--- src/rtl/button_conditioner_pkg.sv ---
// Shared watch constants: 50 MHz timing defaults, button indices and the
// per-channel conditioner state encoding.
package button_conditioner_pkg;

  localparam int unsigned DEB_CYC_50M  = 1_000_000;
  localparam int unsigned HOLD_CYC_50M = 25_000_000;
  localparam int unsigned RPT_CYC_50M  = 5_000_000;

  localparam int unsigned MODE   = 0;
  localparam int unsigned START  = 1;
  localparam int unsigned CHANGE = 2;

  localparam logic [1:0] StIdle   = 2'd0;
  localparam logic [1:0] StHold   = 2'd1;
  localparam logic [1:0] StRepeat = 2'd2;
  localparam logic [1:0] StLong   = 2'd3;

  // Counter width sized by the largest cycle parameter.
  function automatic int unsigned cnt_width(input int unsigned a, input int unsigned b,
                                            input int unsigned c);
    int unsigned m;
    m = a;
    if (b > m) m = b;
    if (c > m) m = c;
    return (m < 2) ? 1 : $clog2(m);
  endfunction

endpackage

--- src/rtl/button_conditioner_btn_channel.sv ---
// One pushbutton channel: 2-flop synchronizer, debounce, and the
// press / hold / auto-repeat / long-press state machine.
module btn_channel
  import button_conditioner_pkg::*;
#(
  parameter int unsigned DEB_CYC   = 4,
  parameter int unsigned HOLD_CYC  = 20,
  parameter int unsigned RPT_CYC   = 5,
  parameter bit          REPEAT_EN = 1'b0,
  parameter int unsigned CNT_W     = 5
) (
  input  logic clk,
  input  logic reset,
  input  logic key_n,
  output logic pulse,
  output logic held,
  output logic long_press
);

  localparam logic [CNT_W-1:0] DEB_LAST  = CNT_W'(DEB_CYC - 1);
  localparam logic [CNT_W-1:0] HOLD_LAST = CNT_W'(HOLD_CYC - 1);
  localparam logic [CNT_W-1:0] RPT_LAST  = CNT_W'(RPT_CYC - 1);

  logic [1:0]       sync_q;
  logic             sync;
  logic [CNT_W-1:0] deb_cnt_q, deb_cnt_d;
  logic             held_q, held_d;
  logic [1:0]       state_q, state_d;
  logic [CNT_W-1:0] cnt_q, cnt_d;
  logic             pulse_q, pulse_d;
  logic             long_q, long_d;

  assign sync = sync_q[1];

  always_comb begin
    deb_cnt_d = deb_cnt_q;
    held_d    = held_q;
    if (sync == held_q) begin
      deb_cnt_d = '0;
    end else if (deb_cnt_q == DEB_LAST) begin
      held_d    = sync;
      deb_cnt_d = '0;
    end else begin
      deb_cnt_d = deb_cnt_q + 1'b1;
    end
  end

  // A debounced release wins over everything and never strobes.
  always_comb begin
    state_d = state_q;
    cnt_d   = cnt_q;
    pulse_d = 1'b0;
    unique case (state_q)
      StIdle: begin
        cnt_d = '0;
        if (held_q) begin
          state_d = StHold;
          pulse_d = 1'b1;
        end
      end
      StHold: begin
        if (!held_q) begin
          state_d = StIdle;
          cnt_d   = '0;
        end else if (cnt_q == HOLD_LAST) begin
          cnt_d = '0;
          if (REPEAT_EN) begin
            state_d = StRepeat;
            pulse_d = 1'b1;
          end else begin
            state_d = StLong;
          end
        end else begin
          cnt_d = cnt_q + 1'b1;
        end
      end
      StRepeat: begin
        if (!held_q) begin
          state_d = StIdle;
          cnt_d   = '0;
        end else if (cnt_q == RPT_LAST) begin
          cnt_d   = '0;
          pulse_d = 1'b1;
        end else begin
          cnt_d = cnt_q + 1'b1;
        end
      end
      StLong: begin
        if (!held_q) begin
          state_d = StIdle;
          cnt_d   = '0;
        end else if (cnt_q != '1) begin
          cnt_d = cnt_q + 1'b1;
        end
      end
      default: begin
        state_d = StIdle;
        cnt_d   = '0;
      end
    endcase
    long_d = (state_d == StRepeat) || (state_d == StLong);
  end

  always_ff @(posedge clk or negedge reset) begin
    if (!reset) begin
      sync_q    <= 2'b00;
      deb_cnt_q <= '0;
      held_q    <= 1'b0;
      state_q   <= StIdle;
      cnt_q     <= '0;
      pulse_q   <= 1'b0;
      long_q    <= 1'b0;
    end else begin
      sync_q    <= {sync_q[0], ~key_n};
      deb_cnt_q <= deb_cnt_d;
      held_q    <= held_d;
      state_q   <= state_d;
      cnt_q     <= cnt_d;
      pulse_q   <= pulse_d;
      long_q    <= long_d;
    end
  end

  assign pulse      = pulse_q;
  assign held       = held_q;
  assign long_press = long_q;

endmodule

--- src/rtl/button_conditioner.sv ---
// Conditions N_BTN raw active-low pushbuttons into press strobes, debounced
// levels and long-press flags; one independent btn_channel per button.
module button_conditioner
  import button_conditioner_pkg::*;
#(
  parameter int unsigned          N_BTN     = 3,
  parameter int unsigned          DEB_CYC   = DEB_CYC_50M,
  parameter int unsigned          HOLD_CYC  = HOLD_CYC_50M,
  parameter int unsigned          RPT_CYC   = RPT_CYC_50M,
  parameter logic [N_BTN-1:0]     REPEAT_EN = N_BTN'(3'b100)
) (
  input  logic             clk,
  input  logic             reset,
  input  logic [N_BTN-1:0] key_n,
  output logic [N_BTN-1:0] pulse,
  output logic [N_BTN-1:0] held,
  output logic [N_BTN-1:0] long_press
);

  localparam int unsigned CNT_W = cnt_width(DEB_CYC, HOLD_CYC, RPT_CYC);

  for (genvar i = 0; i < N_BTN; i++) begin : g_chan
    btn_channel #(
      .DEB_CYC   (DEB_CYC),
      .HOLD_CYC  (HOLD_CYC),
      .RPT_CYC   (RPT_CYC),
      .REPEAT_EN (REPEAT_EN[i]),
      .CNT_W     (CNT_W)
    ) u_chan (
      .clk        (clk),
      .reset      (reset),
      .key_n      (key_n[i]),
      .pulse      (pulse[i]),
      .held       (held[i]),
      .long_press (long_press[i])
    );
  end

endmodule

--- config.mk ---
export PLATFORM = sky130hd
export DESIGN_NAME = button_conditioner
export DESIGN_NICKNAME = d
export VERILOG_FILES = /design/src/rtl/button_conditioner_pkg.sv /design/src/rtl/button_conditioner_btn_channel.sv /design/src/rtl/button_conditioner.sv
export SDC_FILE = /design/constraint.sdc
export NUM_CORES = 1
export LEC_CHECK = 0
export CORE_UTILIZATION = 40
export DETAILED_ROUTE_END_ITERATION = 6
export HOLD_SLACK_MARGIN = 0.15
export MAX_ROUTING_LAYER = met4
export SLEW_MARGIN = 10
export SYNTH_ARGS = -nofsm -noshare
export SYNTH_HDL_FRONTEND = slang
export SYNTH_HIERARCHICAL = 1
export SYNTH_SLANG_ARGS = --single-unit
export TNS_END_PERCENT = 30
--- constraint.sdc ---
create_clock -name clk -period 2.8 [get_ports clk]
set_input_delay 0.84 -clock clk [delete_from_list [all_inputs] [get_ports clk]]
set_output_delay 0.84 -clock clk [all_outputs]
set_load 0.05 [all_outputs]
### Metal layers overlaid

Only two layers are drawn.
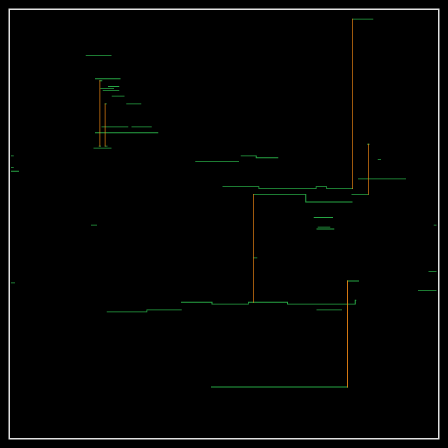
met4: in orange, wire length 191 um. met3: in green, wire length 418 um.
gr usage total: 17.0%
post-DR wirelength/cell: 14.0 um
Vias: 6491
WL final: 17200 um

### Routing congestion map

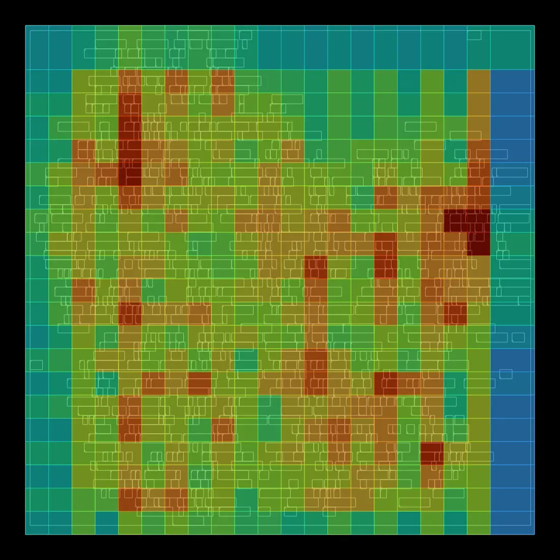
GR Util met2: 26.5%
met1 Use GR: 22.4%

==> flow_summary.toml <==
# physical design summary
[power]
seq_power_share_pct = 52.7
swShare_pct = 22.5

[setup_path]
end_kind = "output pin"
crit_fanout = 1
critical_path_required_ns = 1.96
cp.arrival_ns = 1.60

[placement]
place_ws_ns = 0.516
place_congestion = 0.846

[yosys]
ys_seq_share_pct = 48.1
yosys-top-cells-count = "dfrtp_1 (171), nor2_1 (122), xnor2_1 (72)"
synthesis.area_sq_mm = 0.00889
synth_top_area_share_pct = 48.1
synth-area-yosys_sq_mm = 0.00889

[final_timing]
hold_viol = 0
post-route-period-util_pct = 87.0

[routing]
via_per_inst = 5.31
wl_met1_um = 8400

[clocking]
cts.clk_slew.worst_paths_ns = 0.06
ctsHtreeMaxLevel = 4

[finish]
fillers = 2090
seq_share_pct = 43.3
bufAreaShareNonClock_pct = 2.95
comb.multi_input.count = 677

[grt]
overflow = 0
grt_start_max_net_pins = 58
grt_pass1_wl_um = 30300

[hold_path]
hp-start = "g_chan[2].u_chan/sync_q[0]"
hp-class = "reg -> reg"
holdPathStages = 0

[die]
rows = 54
tap_cells = 280
die_h_um = 151

[status]
status = "complete, no violations"

[run]
warnings = 29
maxCapViolations = 0
### Gate families picked out

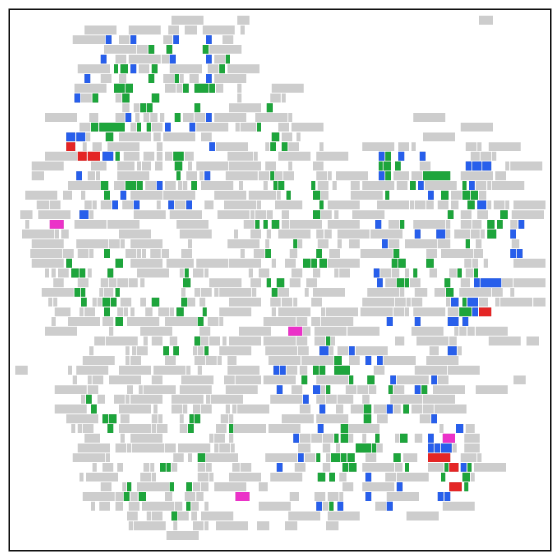
AND-OR and OR-AND gates: in red, cells 7. multiplexers: in magenta, cells 4. inverting AOI/OAI gates: in blue, cells 92, where widely spread. NAND gates: in green, cells 175, where widely spread.
combinational share of cell area: 43.6%
Non-Filler Instances: 1222

### Sequential cells grouped by signal name

Scale bar: 50 um. Other sequential cells in the stronger gray, the rest of the logic in the fainter gray.
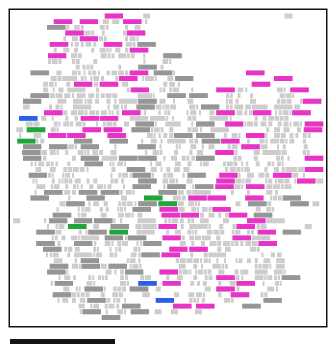
g_chan.u_chan/held: in blue, placed flops 3. g_chan.u_chan/cnt_q: in magenta, placed flops 75, where widely spread. g_chan.u_chan/sync_q: in green, placed flops 6.
Another 87 sequential cells are not colored.

